===== src/rtl/uart_pkg.sv =====
// Shared UART definitions: FSM state encoding, data width and baud divider helper.
// Imported by the receiver and by the matching transmitter.
package uart_pkg;

    localparam int UART_DATA_W = 8;

    typedef enum logic [2:0] {
        IDLE,
        START,
        DATA,
        PARITY,
        STOP
    } uart_state_t;

    function automatic int clks_per_bit(input int frq, input int baud);
        return frq / baud;
    endfunction

endpackage


===== src/rtl/uart_rx_sync.sv =====
// Two-flop synchroniser for the asynchronous receive pin plus a falling-edge
// detector on the synchronised level; all flops reset to the idle-high level.
module uart_rx_sync (
    input  logic clk,
    input  logic reset,
    input  logic rx,
    output logic rx_s,
    output logic rx_fall
);

    logic rx_meta;
    logic rx_prev;

    always_ff @(posedge clk) begin
        if (reset) begin
            rx_meta <= 1'b1;
            rx_s    <= 1'b1;
            rx_prev <= 1'b1;
        end else begin
            rx_meta <= rx;
            rx_s    <= rx_meta;
            rx_prev <= rx_s;
        end
    end

    assign rx_fall = rx_prev & ~rx_s;

endmodule


===== src/rtl/uart_recv.sv =====
// UART receiver, 8N1 LSB first, mid-bit sampling, one-cycle strobes.
// Define UART_RX_PARITY_EN to expect an even-parity bit before the stop bit.
//
// state  | meaning
// IDLE   | line idle, waiting for a falling edge on the synchronised input
// START  | half-bit wait, then confirm the start bit is still low
// DATA   | sample eight data bits at mid-bit, LSB first
// PARITY | sample the even-parity bit (parity build only)
// STOP   | sample the stop bit, issue valid or error strobes, back to IDLE
module uart_recv
    import uart_pkg::*;
#(
    parameter int P_CLK_FRQ = 48_000_000,
    parameter int P_BAURATE = 9600
) (
    input  logic                   CLK,
    input  logic                   RESET,
    input  logic                   UART_RX,
    output logic [UART_DATA_W-1:0] RX_DATA,
    output logic                   RX_VALID,
    output logic                   FRAME_ERR,
    output logic                   PARITY_ERR
);

    localparam int CLKS_PER_BIT = clks_per_bit(P_CLK_FRQ, P_BAURATE);
    localparam int HALF_BIT     = CLKS_PER_BIT / 2;
    localparam int CNT_W        = $clog2(CLKS_PER_BIT);
    localparam int IDX_W        = $clog2(UART_DATA_W);

    localparam logic [CNT_W-1:0] HALF_LAST = CNT_W'(HALF_BIT - 1);
    localparam logic [CNT_W-1:0] BIT_LAST  = CNT_W'(CLKS_PER_BIT - 1);
    localparam logic [IDX_W-1:0] IDX_LAST  = IDX_W'(UART_DATA_W - 1);

    if (CLKS_PER_BIT < 4) begin : g_bad_divider
        $error("uart_recv: CLKS_PER_BIT must be at least 4");
    end

    logic rx_s;
    logic rx_fall;

    uart_rx_sync u_sync (
        .clk     (CLK),
        .reset   (RESET),
        .rx      (UART_RX),
        .rx_s    (rx_s),
        .rx_fall (rx_fall)
    );

    uart_state_t            state_q, state_nxt;
    logic [CNT_W-1:0]       cnt_q, cnt_nxt;
    logic [IDX_W-1:0]       idx_q, idx_nxt;
    logic [UART_DATA_W-1:0] shift_q, shift_nxt;
    logic [UART_DATA_W-1:0] data_q, data_nxt;
    logic                   valid_q, valid_nxt;
    logic                   ferr_q, ferr_nxt;
    logic                   par_bad;
`ifdef UART_RX_PARITY_EN
    logic                   par_q, par_nxt;
    logic                   perr_q, perr_nxt;

    // Even parity: data bits plus parity bit must XOR to zero.
    assign par_bad = ^{shift_q, par_q};
`else
    assign par_bad = 1'b0;
`endif

    always_comb begin
        state_nxt = state_q;
        cnt_nxt   = cnt_q;
        idx_nxt   = idx_q;
        shift_nxt = shift_q;
        data_nxt  = data_q;
        valid_nxt = 1'b0;
        ferr_nxt  = 1'b0;
`ifdef UART_RX_PARITY_EN
        par_nxt   = par_q;
        perr_nxt  = 1'b0;
`endif
        unique case (state_q)
            IDLE: begin
                if (rx_fall) begin
                    state_nxt = START;
                    cnt_nxt   = '0;
                end
            end
            START: begin
                if (cnt_q == HALF_LAST) begin
                    cnt_nxt   = '0;
                    idx_nxt   = '0;
                    state_nxt = rx_s ? IDLE : DATA;
                end else begin
                    cnt_nxt = cnt_q + 1'b1;
                end
            end
            DATA: begin
                if (cnt_q == BIT_LAST) begin
                    cnt_nxt          = '0;
                    shift_nxt[idx_q] = rx_s;
                    if (idx_q == IDX_LAST) begin
`ifdef UART_RX_PARITY_EN
                        state_nxt = PARITY;
`else
                        state_nxt = STOP;
`endif
                    end else begin
                        idx_nxt = idx_q + 1'b1;
                    end
                end else begin
                    cnt_nxt = cnt_q + 1'b1;
                end
            end
`ifdef UART_RX_PARITY_EN
            PARITY: begin
                if (cnt_q == BIT_LAST) begin
                    cnt_nxt   = '0;
                    par_nxt   = rx_s;
                    state_nxt = STOP;
                end else begin
                    cnt_nxt = cnt_q + 1'b1;
                end
            end
`endif
            STOP: begin
                // Leaving at mid-stop leaves half a bit to catch the next start edge.
                if (cnt_q == BIT_LAST) begin
                    cnt_nxt   = '0;
                    state_nxt = IDLE;
                    ferr_nxt  = ~rx_s;
`ifdef UART_RX_PARITY_EN
                    perr_nxt  = par_bad;
`endif
                    if (rx_s && !par_bad) begin
                        valid_nxt = 1'b1;
                        data_nxt  = shift_q;
                    end
                end else begin
                    cnt_nxt = cnt_q + 1'b1;
                end
            end
            default: begin
                state_nxt = IDLE;
                cnt_nxt   = '0;
            end
        endcase
    end

    always_ff @(posedge CLK) begin
        if (RESET) begin
            state_q <= IDLE;
            cnt_q   <= '0;
            idx_q   <= '0;
            shift_q <= '0;
            data_q  <= '0;
            valid_q <= 1'b0;
            ferr_q  <= 1'b0;
`ifdef UART_RX_PARITY_EN
            par_q   <= 1'b0;
            perr_q  <= 1'b0;
`endif
        end else begin
            state_q <= state_nxt;
            cnt_q   <= cnt_nxt;
            idx_q   <= idx_nxt;
            shift_q <= shift_nxt;
            data_q  <= data_nxt;
            valid_q <= valid_nxt;
            ferr_q  <= ferr_nxt;
`ifdef UART_RX_PARITY_EN
            par_q   <= par_nxt;
            perr_q  <= perr_nxt;
`endif
        end
    end

    assign RX_DATA   = data_q;
    assign RX_VALID  = valid_q;
    assign FRAME_ERR = ferr_q;
`ifdef UART_RX_PARITY_EN
    assign PARITY_ERR = perr_q;
`else
    assign PARITY_ERR = 1'b0;
`endif

endmodule


===== config.mk =====
export PLATFORM = sky130hd
export DESIGN_NAME = uart_recv
export DESIGN_NICKNAME = d
export VERILOG_FILES = /design/src/rtl/uart_pkg.sv /design/src/rtl/uart_rx_sync.sv /design/src/rtl/uart_recv.sv
export SDC_FILE = /design/constraint.sdc
export NUM_CORES = 1
export LEC_CHECK = 0
export CELL_PAD_IN_SITES_DETAIL_PLACEMENT = 1
export CELL_PAD_IN_SITES_GLOBAL_PLACEMENT = 1
export CORE_ASPECT_RATIO = 0.5
export CORE_MARGIN = 5
export CORE_UTILIZATION = 50
export CTS_BUF_LIST = sky130_fd_sc_hd__clkbuf_4 sky130_fd_sc_hd__clkbuf_8
export DETAILED_ROUTE_END_ITERATION = 8
export PLACE_DENSITY = 0.95
export SLEW_MARGIN = 20
export SYNTH_ARGS = -nofsm -noshare
export SYNTH_HDL_FRONTEND = slang
export SYNTH_HIERARCHICAL = 1
export SYNTH_SLANG_ARGS = --single-unit

===== constraint.sdc =====
create_clock -name CLK -period 3.61 [get_ports CLK]
set_input_delay 0.722 -clock CLK [delete_from_list [all_inputs] [get_ports CLK]]
set_output_delay 0.722 -clock CLK [all_outputs]
set_load 0.05 [all_outputs]

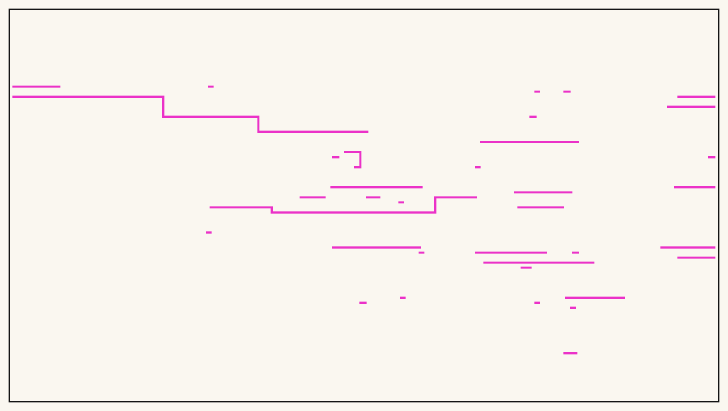
Run 1: signal wires on met3
share of all routed wire: 4.5%
longest straight run: 22.1 µm
wire length on this layer: 227 µm
nets with wire on the layer: 22
main direction: horizontal

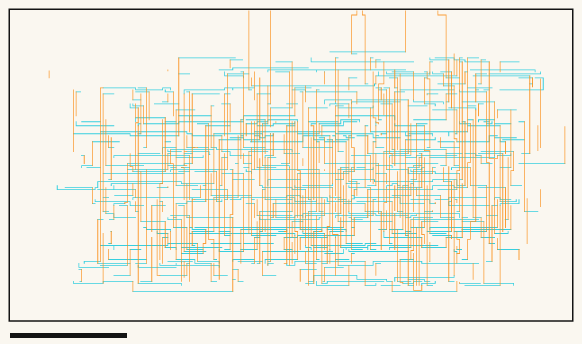
Run 1: routed metal, one color a layer
Scale bar: 20 µm. Only two layers are drawn.
legend:
  cyan:
    layer: met1
    wire_length: 2160 µm
  orange:
    layer: met2
    wire_length: 2500 µm

==> results_slide.txt, run 1 <==
Synthesis and Place & Route Summary

Final layout
  • Multi-input gate area: 963.4 µm²
  • Layout Nets: about 220
  • Ant. Diodes: 0

Drt
  • DRC viols: 0
  • Initial DRC count: around 62

Clock tree
  • Clock slew at reported path FFs: 0.08 ns
  • # hold bufs at CTS: 0
  • Clk_lat worst skew: 0.30 ns

Setup path
  • Worst reg2reg path depth: 5
  • Crit. End Element: flop

Status
  • Status: finished clean

Final timing
  • Worst Skew: around 0.0066 ns
  • Crit share post-route: 66.20%

Synth
  • Post-synth EDFFs: 0
  • Main area contributors: dfxtp_1, mux2i_1, nor2_1
  • Synth Seq Share: 43.57%
  • Ys flops: approximately 40

Hold path
  • Hold Path Depth: 1

Power
  • Total Power: 857.5 µW
  • Net switching power: between 150 and 200 µW

Run
  • Tool warnings: 26
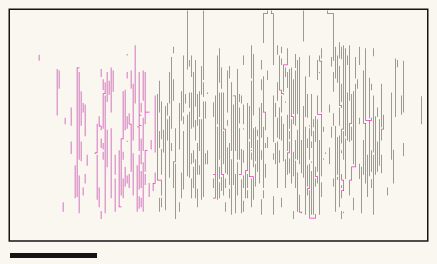
Run 1: signal wires on met2
Scale bar: 20 µm.
nets with wire on the layer: 201
longest straight run: 29.6 µm

==> run 1: final cells by class <==
class,count,area share (%)
Multi-Input combinational cell,149,46.36
Sequential cell,40,38.53
Inverter,1,0.1806
Clock buffer,6,3.672
Tap cell,51,3.070
Timing Repair Buffer,14,6.502
Clock inverter,2,1.686
==> run 1: state kept, by name, summed over array words and instances (netlist names) <==
name	cells
u_sync/rx_s	1
idx_q	3
shift_q	8
cnt_q	13
u_sync/rx_prev	1
RX_DATA	8
FRAME_ERR	1
RX_VALID	1
u_sync/rx_meta	1
state_q	3
==> run 1: worst max-delay path, stage by stage, from the launching register on <==
cell and delay (ns):
dfxtp_1 0.41, nor4_4 0.28, and4_1 0.51, nand4_1 0.61, mux2i_1 0.36, nor2_1 0.10
==> run 1: power by group through the flow <==
stage                     logic, µW  registers, µW  clock network (µW)
after floorplan                24.8            456                   0
after global placement         29.4            458                   0
after detailed placement       31.9            458                   0
after CTS                      32.7            448                 381
after global routing           36.2            449                 402
final                          32.8            448                 376
==> run 1: kinds of logic after synthesis <==
group | Yosys count | synth area share (%)
compound gates | 24 | 9.531
other cells | 1 | 0.2040
flops | 40 | 43.57
buf+inv | 13 | 4.016
mux | 12 | 6.535
simple gates | 98 | 28.86
xor+xnor | 11 | 5.242
fa+ha+maj | 3 | 2.042
==> run 1: path summary, 6_finish.rpt <==
path                               endpoint  slack, ns
worst max register to register   RX_DATA[4]       1.22
worst min register to register  u_sync/rx_s       0.44
worst min-delay path            u_sync/rx_s       0.44
worst max-delay path             RX_DATA[4]       1.22
==> run 1: routing by layer <==
metal	GRT usage [%]	wire [µm]	part of all wire [%]
met5	0	0	0
met4	12.97	196	3.9
met2	39.93	2503	49
met1	25.11	2164	43
met3	6.960	226	4.4
==> run 2: changes to the inputs <==
- CORE_UTILIZATION: 50 -> 42
- PLACE_DENSITY: 0.95 -> 0.89
- clock period: 3.61 -> 2 ns (I/O delays scaled with it)
==> results_slide.txt, run 2 <==
Synthesis and Place & Route Summary

Synth
  • Ys flops: 40 (unchanged)
  • Post-synth EDFFs: 0 (unchanged)
  • Synth Seq Share: 43.57% (unchanged)
  • Main area contributors: dfxtp_1, mux2i_1, nor2_1 (unchanged)

Setup path
  • FF-to-FF setup slack: 0.10 ns (was 1.22 ns)
  • Reg-to-Reg End: RX_DATA[2] (was RX_DATA[4])
  • R2R Path Start: cnt_q[2] (was cnt_q[4])
  • Crit. End Element: flop (unchanged)
  • Worst reg2reg path depth: 7 (was 5)
  • Crit path to: RX_DATA[2] (was RX_DATA[4])

Clock tree
  • Clk_lat worst skew: 0.29 ns (was 0.30 ns)
  • # hold bufs at CTS: 0 (unchanged)
  • Clock slew at reported path FFs: 0.08 ns (about the same)

Final layout
  • Ant. Diodes: 0 (unchanged)
  • Layout Nets: 227 (was 217)
  • Most numerous logic cells after layout: dfxtp_1, nor2_1, nand2_1, clkdlybuf4s50_1, buf_4 (was dfxtp_1, nor2_1, nand2_1, mux2i_1, clkdlybuf4s50_1)
  • Max reg flops: 13 (unchanged)

Power
  • Total Power: 1539 µW (was 857.5 µW)

Drt
  • Drt wl/cell: 16.63 µm (was 19.35 µm)
  • Initial DRC count: 56 (was 62)
  • DRC viols: 0 (unchanged)

Run
  • Tool warnings: 26 (unchanged)

Status
  • Status: finished clean (unchanged)

Final timing
  • Crit share post-route: 94.99% (was 66.20%)

Hold path
  • WHS Endpoint: u_sync/rx_s (unchanged)
-- run 2: layer usage --
| layer | share of wire, % | vias up | global-route usage, % |
|---|---|---|---|
| met5 | 0 | - | 0 |
| met4 | 1.1 | 0 | 4.486 |
| met3 | 2.5 | 7 | 2.985 |
| met2 | 55 | 24 | 31.34 |
| met1 | 42 | 729 | 18.62 |
| li1 | - | 737 | - |
-- run 2: cells by family (layout without fill, tap and decap cells) --
family          after synthesis  after routing  synth area share, %
mux                          12             12                6.535
xor+xnor                     11             11                5.242
buf+inv                      13             33                4.016
simple gates                 98             98                28.86
fa+ha+maj                     3              3                2.042
compound gates               24             24                9.531
other cells                   1              1               0.2040
flops                        40             40                43.57
-- run 2: critical path, cell delays in order, from the launching register on --
cell and delay (ns):
dfxtp_1 0.43, nor3b_1 0.29, and4_4 0.30, buf_4 0.17, nand4_1 0.11, buf_4 0.21
mux2i_2 0.19, nor2_1 0.07
-- run 2: final cells by class --
class / instances / share of cell area [%]
Sequential cell: 40 / 36.69
Inverter: 1 / 0.1717
Tap cell: 57 / 3.263
Timing Repair Buffer: 24 / 9.616
Clock inverter: 2 / 1.603
Clock buffer: 6 / 3.492
Multi-Input combinational cell: 149 / 45.16
-- run 2: stage by stage --
step                cells  hold slack (ns)  cell area [µm²]
global placement      271           0.3905             2049
finish                279           0.4190             2186
floorplan             202           0.3832             1838
detailed placement    271           0.4005             2049
global route          279           0.4289             2186
CTS                   279           0.4188             2161
-- run 2: power by group --
group / switching [µW] / leakage [µW] / internal, µW / total [µW]
Sequential: 4.35 / 0.000323 / 801 / 805
Clock: 282 / 0.0000586 / 384 / 666
Combinational: 44.6 / 0.000484 / 23.1 / 67.7
Total: 331 / 0.000866 / 1210 / 1540
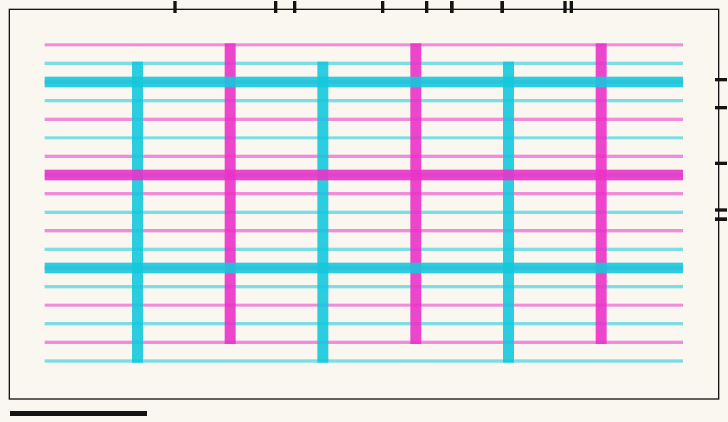
Run 2: power grid
Scale bar: 20 µm. Pins as bars on the die edge.
legend:
  cyan:
    net: VSS
  magenta:
    net: VDD
signal pins: 14
met1 rails: 18
met5 straps: 3

Power figures rest on the tool's default switching activity, not on a simulated workload.
